[src/rtl/cpu_mem_pkg.sv]
// Shared definitions for the instruction/data memory arbiter.
package cpu_mem_pkg;

  typedef enum logic [2:0] {
    ST_IDLE    = 3'd0,
    ST_BUSY_IF = 3'd1,
    ST_BUSY_DM = 3'd2,
    ST_DONE_IF = 3'd3,
    ST_DONE_DM = 3'd4
  } arb_state_e;

  typedef enum logic {
    GNT_IF = 1'b0,
    GNT_DM = 1'b1
  } gnt_e;

  localparam logic [31:0] ERR_DATA_DEFAULT = 32'hDEADBEEF;

endpackage

[src/rtl/mem_arbiter_if.sv]
// Requester and backing-memory signals seen by the arbiter.
interface mem_arbiter_if #(
  parameter int unsigned ADDR_W = 32,
  parameter int unsigned DATA_W = 32
);
  logic              if_req_i;
  logic [ADDR_W-1:0] if_addr_i;
  logic [DATA_W-1:0] if_data_o;
  logic              if_ack_o;
  logic              dm_req_i;
  logic              dm_we_i;
  logic [ADDR_W-1:0] dm_addr_i;
  logic [DATA_W-1:0] dm_wdata_i;
  logic [DATA_W-1:0] dm_rdata_o;
  logic              dm_ack_o;
  logic              mem_req_o;
  logic              mem_we_o;
  logic [ADDR_W-1:0] mem_addr_o;
  logic [DATA_W-1:0] mem_wdata_o;
  logic [DATA_W-1:0] mem_rdata_i;
  logic              mem_ack_i;
  logic              stall_o;
  logic              err_o;

  // Arbiter side
  modport master (
    input  if_req_i, if_addr_i, dm_req_i, dm_we_i, dm_addr_i, dm_wdata_i,
           mem_rdata_i, mem_ack_i,
    output if_data_o, if_ack_o, dm_rdata_o, dm_ack_o,
           mem_req_o, mem_we_o, mem_addr_o, mem_wdata_o, stall_o, err_o
  );

  // Requesters and memory side
  modport slave (
    output if_req_i, if_addr_i, dm_req_i, dm_we_i, dm_addr_i, dm_wdata_i,
           mem_rdata_i, mem_ack_i,
    input  if_data_o, if_ack_o, dm_rdata_o, dm_ack_o,
           mem_req_o, mem_we_o, mem_addr_o, mem_wdata_o, stall_o, err_o
  );
endinterface

[src/rtl/arb_timeout_counter.sv]
// Busy-cycle counter; term_o flags the last cycle allowed before abort.
module arb_timeout_counter #(
  parameter int unsigned TIMEOUT = 16
) (
  input  logic clk_i,
  input  logic rst_i,
  input  logic clr_i,
  input  logic en_i,
  output logic term_o
);
  localparam int unsigned CNT_W = (TIMEOUT > 1) ? $clog2(TIMEOUT) : 1;

  logic [CNT_W-1:0] cnt_q, cnt_d;

  assign term_o = (cnt_q == CNT_W'(TIMEOUT - 1));

  always_comb begin
    cnt_d = cnt_q;
    if (clr_i)                 cnt_d = '0;
    else if (en_i && !term_o)  cnt_d = cnt_q + CNT_W'(1);
  end

  always_ff @(posedge clk_i or posedge rst_i) begin
    if (rst_i) cnt_q <= '0;
    else       cnt_q <= cnt_d;
  end
endmodule

[src/rtl/mem_arbiter.sv]
// Shares one single-port memory between fetch and load/store, with
// starvation guard for fetch, busy timeout and pipeline stall.
module mem_arbiter
  import cpu_mem_pkg::*;
#(
  parameter int unsigned       ADDR_W     = 32,
  parameter int unsigned       DATA_W     = 32,
  parameter int unsigned       STARVE_MAX = 4,
  parameter int unsigned       TIMEOUT    = 16,
  parameter logic [DATA_W-1:0] ERR_DATA   = DATA_W'(ERR_DATA_DEFAULT)
) (
  input  logic          clk_i,
  input  logic          rst_i,
  mem_arbiter_if.master bus
);
  localparam int unsigned STV_W = $clog2(STARVE_MAX + 1);

  arb_state_e        state_q, state_d;
  logic [STV_W-1:0]  starve_q, starve_d;
  logic              mask_if_q, mask_if_d, mask_dm_q, mask_dm_d;
  logic              mem_req_q, mem_req_d, mem_we_q, mem_we_d;
  logic [ADDR_W-1:0] mem_addr_q, mem_addr_d;
  logic [DATA_W-1:0] mem_wdata_q, mem_wdata_d;
  logic              if_ack_q, if_ack_d, dm_ack_q, dm_ack_d;
  logic [DATA_W-1:0] if_data_q, if_data_d, dm_rdata_q, dm_rdata_d;
  logic              err_q, err_d;
  logic [DATA_W-1:0] resp_data;
  logic              tmo_clr, tmo_en, tmo_term, starve_at_max;
  gnt_e              gnt_sel;

  arb_timeout_counter #(.TIMEOUT(TIMEOUT)) u_tmo (
    .clk_i  (clk_i),
    .rst_i  (rst_i),
    .clr_i  (tmo_clr),
    .en_i   (tmo_en),
    .term_o (tmo_term)
  );

  assign starve_at_max = (starve_q == STV_W'(STARVE_MAX));
  assign gnt_sel = (bus.if_req_i && (!bus.dm_req_i || starve_at_max)) ? GNT_IF : GNT_DM;

  // A masked winner (just served) waits a cycle rather than handing the slot away,
  // so a continuously requesting DM side still exercises the starvation guard.
  always_comb begin
    state_d     = state_q;
    starve_d    = starve_q;
    mask_if_d   = (state_q == ST_DONE_IF);
    mask_dm_d   = (state_q == ST_DONE_DM);
    mem_req_d   = mem_req_q;
    mem_we_d    = mem_we_q;
    mem_addr_d  = mem_addr_q;
    mem_wdata_d = mem_wdata_q;
    if_ack_d    = 1'b0;
    dm_ack_d    = 1'b0;
    if_data_d   = if_data_q;
    dm_rdata_d  = dm_rdata_q;
    err_d       = err_q;
    resp_data   = bus.mem_ack_i ? bus.mem_rdata_i : ERR_DATA;
    tmo_clr     = 1'b0;
    tmo_en      = 1'b0;

    case (state_q)
      ST_IDLE: begin
        if (gnt_sel == GNT_IF && bus.if_req_i && !mask_if_q) begin
          mem_req_d  = 1'b1;
          mem_we_d   = 1'b0;
          mem_addr_d = bus.if_addr_i;
          starve_d   = '0;
          tmo_clr    = 1'b1;
          state_d    = ST_BUSY_IF;
        end else if (gnt_sel == GNT_DM && bus.dm_req_i && !mask_dm_q) begin
          mem_req_d   = 1'b1;
          mem_we_d    = bus.dm_we_i;
          mem_addr_d  = bus.dm_addr_i;
          mem_wdata_d = bus.dm_wdata_i;
          if (bus.if_req_i && !starve_at_max) starve_d = starve_q + STV_W'(1);
          tmo_clr     = 1'b1;
          state_d     = ST_BUSY_DM;
        end
      end
      ST_BUSY_IF, ST_BUSY_DM: begin
        tmo_en = 1'b1;
        if (bus.mem_ack_i || tmo_term) begin
          mem_req_d = 1'b0;
          tmo_clr   = 1'b1;
          err_d     = err_q | ~bus.mem_ack_i;
          if (state_q == ST_BUSY_IF) begin
            if_data_d = resp_data;
            if_ack_d  = 1'b1;
            state_d   = ST_DONE_IF;
          end else begin
            dm_rdata_d = resp_data;
            dm_ack_d   = 1'b1;
            state_d    = ST_DONE_DM;
          end
        end
      end
      ST_DONE_IF, ST_DONE_DM: state_d = ST_IDLE;
      default:                state_d = ST_IDLE;
    endcase
  end

  always_ff @(posedge clk_i or posedge rst_i) begin
    if (rst_i) begin
      state_q     <= ST_IDLE;
      starve_q    <= '0;
      mask_if_q   <= 1'b0;
      mask_dm_q   <= 1'b0;
      mem_req_q   <= 1'b0;
      mem_we_q    <= 1'b0;
      mem_addr_q  <= '0;
      mem_wdata_q <= '0;
      if_ack_q    <= 1'b0;
      dm_ack_q    <= 1'b0;
      if_data_q   <= '0;
      dm_rdata_q  <= '0;
      err_q       <= 1'b0;
    end else begin
      state_q     <= state_d;
      starve_q    <= starve_d;
      mask_if_q   <= mask_if_d;
      mask_dm_q   <= mask_dm_d;
      mem_req_q   <= mem_req_d;
      mem_we_q    <= mem_we_d;
      mem_addr_q  <= mem_addr_d;
      mem_wdata_q <= mem_wdata_d;
      if_ack_q    <= if_ack_d;
      dm_ack_q    <= dm_ack_d;
      if_data_q   <= if_data_d;
      dm_rdata_q  <= dm_rdata_d;
      err_q       <= err_d;
    end
  end

  assign bus.mem_req_o   = mem_req_q;
  assign bus.mem_we_o    = mem_we_q;
  assign bus.mem_addr_o  = mem_addr_q;
  assign bus.mem_wdata_o = mem_wdata_q;
  assign bus.if_ack_o    = if_ack_q;
  assign bus.dm_ack_o    = dm_ack_q;
  assign bus.if_data_o   = if_data_q;
  assign bus.dm_rdata_o  = dm_rdata_q;
  assign bus.err_o       = err_q;
  assign bus.stall_o     = (bus.if_req_i & ~if_ack_q) | (bus.dm_req_i & ~dm_ack_q);
endmodule

[src/flat_wrapper.sv]
// flat-port wrapper written by rule: the top's interface ports become plain ports
module mem_arbiter_flat import cpu_mem_pkg::*;
#(
  parameter int unsigned       ADDR_W     = 32,
  parameter int unsigned       DATA_W     = 32,
  parameter int unsigned       STARVE_MAX = 4,
  parameter int unsigned       TIMEOUT    = 16,
  parameter logic [DATA_W-1:0] ERR_DATA   = DATA_W'(ERR_DATA_DEFAULT)
)
  (clk_i, rst_i, bus_if_req_i, bus_if_addr_i, bus_dm_req_i, bus_dm_we_i, bus_dm_addr_i, bus_dm_wdata_i, bus_mem_rdata_i, bus_mem_ack_i, bus_if_data_o, bus_if_ack_o, bus_dm_rdata_o, bus_dm_ack_o, bus_mem_req_o, bus_mem_we_o, bus_mem_addr_o, bus_mem_wdata_o, bus_stall_o, bus_err_o);
  mem_arbiter_if #(.ADDR_W(ADDR_W), .DATA_W(DATA_W)) bus_i ();
  input  logic clk_i;
  input  logic rst_i;
  input wire logic [$bits(bus_i.if_req_i)-1:0] bus_if_req_i;
  input wire logic [$bits(bus_i.if_addr_i)-1:0] bus_if_addr_i;
  input wire logic [$bits(bus_i.dm_req_i)-1:0] bus_dm_req_i;
  input wire logic [$bits(bus_i.dm_we_i)-1:0] bus_dm_we_i;
  input wire logic [$bits(bus_i.dm_addr_i)-1:0] bus_dm_addr_i;
  input wire logic [$bits(bus_i.dm_wdata_i)-1:0] bus_dm_wdata_i;
  input wire logic [$bits(bus_i.mem_rdata_i)-1:0] bus_mem_rdata_i;
  input wire logic [$bits(bus_i.mem_ack_i)-1:0] bus_mem_ack_i;
  output wire logic [$bits(bus_i.if_data_o)-1:0] bus_if_data_o;
  output wire logic [$bits(bus_i.if_ack_o)-1:0] bus_if_ack_o;
  output wire logic [$bits(bus_i.dm_rdata_o)-1:0] bus_dm_rdata_o;
  output wire logic [$bits(bus_i.dm_ack_o)-1:0] bus_dm_ack_o;
  output wire logic [$bits(bus_i.mem_req_o)-1:0] bus_mem_req_o;
  output wire logic [$bits(bus_i.mem_we_o)-1:0] bus_mem_we_o;
  output wire logic [$bits(bus_i.mem_addr_o)-1:0] bus_mem_addr_o;
  output wire logic [$bits(bus_i.mem_wdata_o)-1:0] bus_mem_wdata_o;
  output wire logic [$bits(bus_i.stall_o)-1:0] bus_stall_o;
  output wire logic [$bits(bus_i.err_o)-1:0] bus_err_o;
  assign bus_i.if_req_i = bus_if_req_i;
  assign bus_i.if_addr_i = bus_if_addr_i;
  assign bus_i.dm_req_i = bus_dm_req_i;
  assign bus_i.dm_we_i = bus_dm_we_i;
  assign bus_i.dm_addr_i = bus_dm_addr_i;
  assign bus_i.dm_wdata_i = bus_dm_wdata_i;
  assign bus_i.mem_rdata_i = bus_mem_rdata_i;
  assign bus_i.mem_ack_i = bus_mem_ack_i;
  assign bus_if_data_o = bus_i.if_data_o;
  assign bus_if_ack_o = bus_i.if_ack_o;
  assign bus_dm_rdata_o = bus_i.dm_rdata_o;
  assign bus_dm_ack_o = bus_i.dm_ack_o;
  assign bus_mem_req_o = bus_i.mem_req_o;
  assign bus_mem_we_o = bus_i.mem_we_o;
  assign bus_mem_addr_o = bus_i.mem_addr_o;
  assign bus_mem_wdata_o = bus_i.mem_wdata_o;
  assign bus_stall_o = bus_i.stall_o;
  assign bus_err_o = bus_i.err_o;
  mem_arbiter #(.ADDR_W(ADDR_W), .DATA_W(DATA_W), .STARVE_MAX(STARVE_MAX), .TIMEOUT(TIMEOUT), .ERR_DATA(ERR_DATA)) u_core (.clk_i(clk_i), .rst_i(rst_i), .bus(bus_i));
endmodule
[config.mk]
export PLATFORM = sky130hd
export DESIGN_NAME = mem_arbiter_flat
export DESIGN_NICKNAME = d
export VERILOG_FILES = /design/src/rtl/cpu_mem_pkg.sv /design/src/rtl/mem_arbiter_if.sv /design/src/rtl/arb_timeout_counter.sv /design/src/rtl/mem_arbiter.sv /design/src/flat_wrapper.sv
export SDC_FILE = /design/constraint.sdc
export NUM_CORES = 1
export LEC_CHECK = 0
export CORE_MARGIN = 8
export CORE_UTILIZATION = 47
export CTS_BUF_LIST = sky130_fd_sc_hd__clkbuf_4 sky130_fd_sc_hd__clkbuf_8
export DETAILED_ROUTE_END_ITERATION = 7
export PLACE_DENSITY = 0.95
export SETUP_SLACK_MARGIN = 0.3
export SLEW_MARGIN = 10
export SYNTH_ARGS = -nofsm -noshare
export SYNTH_HDL_FRONTEND = slang
export SYNTH_SLANG_ARGS = --single-unit
[constraint.sdc]
create_clock -name clk_i -period 7 [get_ports clk_i]
set_input_delay 0.7 -clock clk_i [delete_from_list [all_inputs] [get_ports clk_i]]
set_output_delay 0.7 -clock clk_i [all_outputs]
set_load 0.005 [all_outputs]
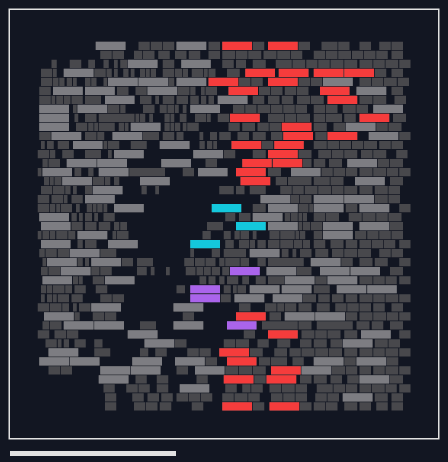
**Above:** run 1 (sequential cells colored by netlist name).
Scale bar: 50 µm.
legend:
  `u_core.state_q`:
    color: cyan
    placed_flops: 3
  `u_core.bus.mem_wdata_o`:
    color: red
    placed_flops: 32
  `u_core.u_tmo.cnt_q`:
    color: purple
    placed_flops: 4
not colored: 106
Flop+latch power: 1.50 mW
FF/Latch Area: 3630 µm²
Layout Utilization: 74.1%
sequential share of cell area: 39.0%

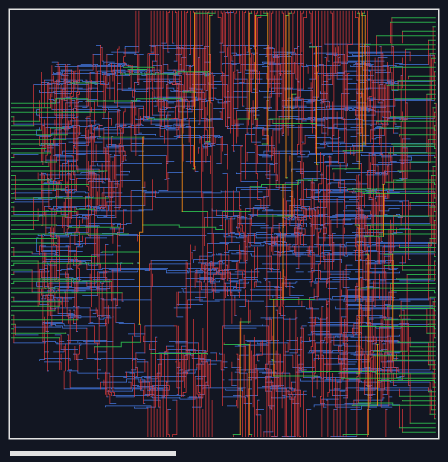
**Above:** run 1 (metal layers overlaid).
Scale bar: 50 µm.
legend:
  M2:
    color: red
    wire_length: 10,500 µm
  M4:
    color: orange
    wire_length: 843 µm
  M1:
    color: blue
    wire_length: 7,110 µm
  M3:
    color: green
    wire_length: 1,980 µm
Via Count: 4,826
gr usage total: 24.6%
routed wire length: 20.4 mm

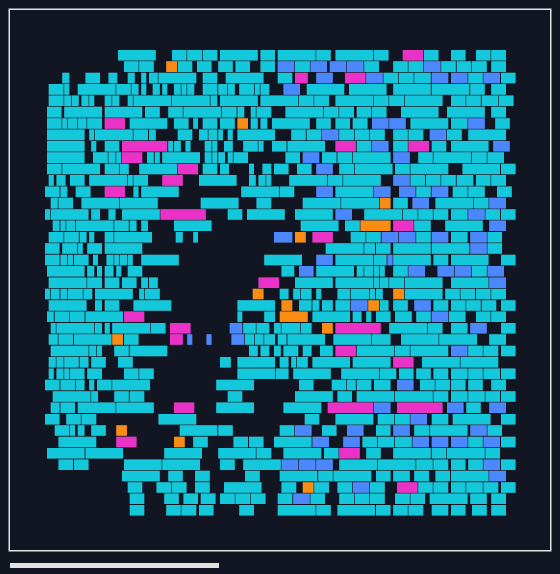
**Above:** run 1 (cell sizes after repair).
Scale bar: 50 µm.
legend:
  x1 and smaller:
    color: cyan
    cells: 625
    share: 84%
    most_used: clkdlybuf4s50_1
  x6 and larger:
    color: magenta
    cells: 27
    share: 3.6%
    most_used: clkbuf_8
  x3 and x4:
    color: orange
    cells: 15
    share: 2.0%
    most_used: buf_4
  x2:
    color: blue
    cells: 76
    share: 10%
    most_used: mux2_2
post-route cell area: 9310 µm²
Non-clock buffers: 274
synthesis-to-layout area growth: 54.7%
Setup WS post-layout: 4190 ps

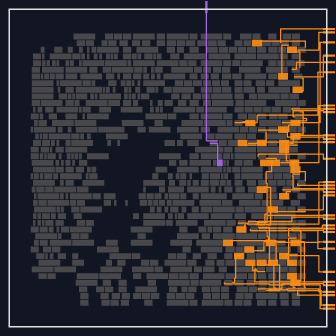
**Above:** run 1 (I/O nets highlighted).
legend:
  `bus_if_addr_i`:
    color: orange
    bits: 32
    direction: input
    edge: right
    end_cells: 32
    wire: 1,260 µm
  `bus_stall_o`:
    color: purple
    bits: 1
    direction: output
    edge: top
    end_cells: 1
    wire: 70.8 µm

==> results.json, run 1 <==
{
  "top_cells_by_count": "145 x dfrtp_1, 69 x mux2_2, 50 x nor2_1, 49 x a21oi_1, 28 x mux2_1",
  "end_kind": "output pin",
  "synth.cellmix.xorXnorShare_pct": 0.437,
  "drtPass1Iterations": 4,
  "clock_latency_ps": 450,
  "worstPathCellList": "clkdlybuf4s50_1 -> inv_2 -> o22ai_1 -> clkdlybuf4s50_1",
  "cp-start-kind": "input pin",
  "post-route-drc-count": 0,
  "dr_wl_met3_mm": 1.98,
  "fin_cells": 915,
  "p_total_mw": 4.03,
  "power_leader": "combinational cells",
  "power_density_nw_per_um2": 433,
  "io_pins": 268,
  "synth_top_cell_by_count": "dfrtp_1",
  "cts_tree": "built",
  "edf_count": 0,
  "logic_area_um2": 2230,
  "cp.arrival_ps": 2110,
  "ys_sh_adder_pct": 0.624,
  "pwr-share-comb_pct": 43.6,
  "async_flop_share_pct": 100,
  "hold_viol": 0,
  "wl_per_cell_um": 22.3,
  "max_freq_mhz": 356,
  "combinationalPower_mw": 1.76,
  "grt_use_met3_pct": 9.49,
  "reg2reg_from": "u_core.starve_q[0]",
  "hold_path_end": "u_core.bus.err_o",
  "drt_iter0_drc": 269,
  "antenna_found_initial": 0,
  "highest_layer": "met4",
  "reg2reg_depth": 7,
  "inverters": 8,
  "avgSynthCellArea_um2": 13.0,
  "worst-path-buf-inv": 3,
  "hp-class": "flop to flop",
  "fp_util_pct": 47.9,
  "r2r-end": "u_core.bus.mem_addr_o[10]",
  "worst-setup-path-type": "input pin to output pin",
  "fp-row-count": 41,
  "ys_seq_share_pct": 60.3,
  "mux_area_share_pct": 18.5,
  "critPathCapture": "bus_stall_o",
  "grt_start_max_net_pins": 81,
  "period_used_pct": 40.1,
  "grt.overflow.total": 0,
  "area_leaders": "dfrtp_1 60%, mux2_2 13%, mux2_1 5.2%",
  "rsz0062_at_grt": "no",
  "p_clk_share_pct": 19.3,
  "die_height_um": 129,
  "mappedNetlistArea_um2": 6020,
  "cts-resized-gates": 0,
  "htree_levels": 4,
  "syn_nets": 601,
  "slew_headroom_pct": 33.2,
  "ys_area_um2": 6020,
  "holdPathStages": 1,
  "required_ps": 6300,
  "dpl_cell_area_um2": 8830,
  "coreArea_um2": 12600,
  "swShare_pct": 31.1,
  "post_drt_via_cell_ratio": 5.27,
  "die_area_um2": 16700,
  "slew_violations": 0,
  "peakVddDrop_uv": 246,
  "finalNetCount": 867,
  "pre_cts_slack_ps": 4030,
  "cp_top_family": "buffers and inverters",
  "drive_gt1_share_pct": 15.9,
  "clock_area_share_pct": 5.15,
  "grt_pass1_wl_mm": 30.9,
  "final_common_cell": "clkdlybuf4s50_1",
  "fill_cells": 799,
  "cts_setup_buffers": 0,
  "die_w_um": 129,
  "ff2ff_setup_slack_ps": 4440,
  "final_cell_mix": "267 x clkdlybuf4s50_1, 145 x dfrtp_1, 69 x mux2_2",
  "hp-start": "u_core.bus.err_o",
  "synth-simple-area-share_pct": 8.01,
  "use_met1_pct": 24.7,
  "leakagePower_nw": 3.84,
  "ys.flops": 145,
  "tns_ps": 0,
  "wl_met1_mm": 7.11,
  "status": "complete, no violations",
  "ff_type": "dfrtp_1",
  "worst_pin_slew_ps": 1000,
  "seq_power_share_pct": 37.1,
  "globalRoute.busiestLayer": "met2",
  "tool_warnings": 27,
  "top_area_cell": "dfrtp_1",
  "drv_cap": 0,
  "n_tap_cell": 172,
  "buffer_area_share_pct": 29.3,
  "gr-usage-met2_pct": 43.3,
  "cp_slowest_cell": "clkdlybuf4s50_1",
  "ys_cells": 464,
  "intPower_mw": 2.77,
  "synthCells": 464,
  "cts_buffers": 17,
  "crit_path_start": "bus_if_req_i",
  "dominant-cell-class": "sequential cells",
  "cts-root-buf": "clkbuf_8",
  "hpwlAfterDp_mm": 14.8,
  "port_buffers": 267
}
**Run 1: the clock network**

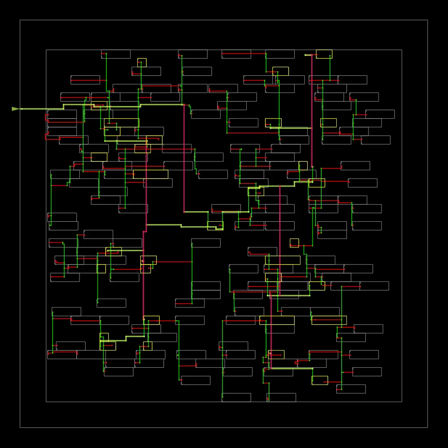

## Run 2: what changed since run 1
--- a/config.mk
+++ b/config.mk
@@ -6,10 +6,10 @@
 export NUM_CORES = 1
 export LEC_CHECK = 0
 export CORE_MARGIN = 8
-export CORE_UTILIZATION = 47
+export CORE_UTILIZATION = 43
 export CTS_BUF_LIST = sky130_fd_sc_hd__clkbuf_4 sky130_fd_sc_hd__clkbuf_8
 export DETAILED_ROUTE_END_ITERATION = 7
-export PLACE_DENSITY = 0.95
+export PLACE_DENSITY = 0.94
 export SETUP_SLACK_MARGIN = 0.3
 export SLEW_MARGIN = 10
 export SYNTH_ARGS = -nofsm -noshare
==> constraint.sdc (replaced) <==
create_clock -name clk_i -period 2.79 [get_ports clk_i]
set_input_delay 0.279 -clock clk_i [delete_from_list [all_inputs] [get_ports clk_i]]
set_output_delay 0.279 -clock clk_i [all_outputs]
set_load 0.005 [all_outputs]
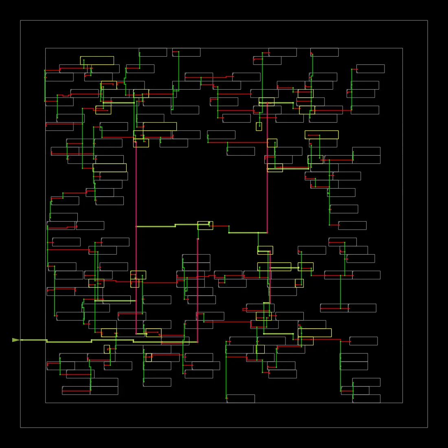
**Above:** run 2 (the clock network).
CTS Buf Count: 17
seq_cells: 145

==> results.json, run 2 <==
{
  "status": "complete, no violations",
  "drtPass1Iterations": 4,
  "grt_start_max_net_pins": 70,
  "ys_cells": 464,
  "design_area_um2": 9420,
  "synth.cellmix.xorXnorShare_pct": 0.437,
  "async_flop_share_pct": 100,
  "final_cell_mix": "267 x clkdlybuf4s50_1, 145 x dfrtp_1, 69 x mux2_2",
  "ys.flops": 145,
  "seq_power_share_pct": 36.7,
  "drv_cap": 0,
  "edf_count": 0,
  "drt_iter0_drc": 248,
  "wl_met1_mm": 6.97,
  "grt_use_met3_pct": 9.01,
  "regArea_um2": 3630,
  "drt_wl_total_mm": 18.8,
  "track_usage_pct": 20.9,
  "clock_area_share_pct": 5.13,
  "final_util_pct": 68.4,
  "nNonClkBuffers": 279,
  "route.vias.total": 4778,
  "dr_wl_met3_mm": 1.93,
  "p_total_mw": 10.1,
  "die_w_um": 134,
  "required_ps": 3110,
  "globalRoute.busiestLayer": "met2",
  "final_common_cell": "clkdlybuf4s50_1",
  "power_density_nw_per_um2": 1070,
  "combinationalPower_mw": 4.43,
  "post_drt_via_cell_ratio": 5.15,
  "fp-row-count": 43,
  "hold_viol": 0,
  "drive_gt1_share_pct": 16.4,
  "pre_cts_slack_ps": 379,
  "synth_top_cell_by_count": "dfrtp_1",
  "ff_type": "dfrtp_1",
  "cts-root-buf": "clkbuf_8",
  "fp_util_pct": 43.7,
  "hpwlAfterDp_mm": 14.3,
  "post-route-drc-count": 0,
  "critPathCapture": "u_core.bus.mem_wdata_o[25]",
  "cts_tree": "built",
  "finalNetCount": 872,
  "ys_seq_share_pct": 60.3,
  "ff2ff_setup_slack_ps": 600,
  "ys_sh_adder_pct": 0.624,
  "dominant-cell-class": "sequential cells",
  "antenna_found_initial": 0,
  "buffer_area_share_pct": 30.0,
  "slew_headroom_pct": 63.5,
  "worst_slack_ps": 600,
  "reg2reg_from": "u_core.starve_q[0]",
  "rsz0062_at_grt": "no",
  "mux_area_share_pct": 18.5,
  "fill_cells": 952,
  "r2r-end": "u_core.bus.mem_wdata_o[25]",
  "tns_ps": 0,
  "use_met1_pct": 22.5,
  "worst_pin_slew_ps": 547
}
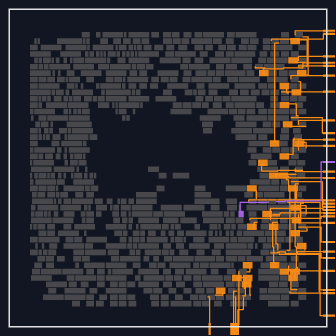
**Above:** run 2 (I/O nets highlighted).
Port Buffer Count: 267
total I/O pin count: 268

Power figures rest on the tool's default switching activity, not on a simulated workload.
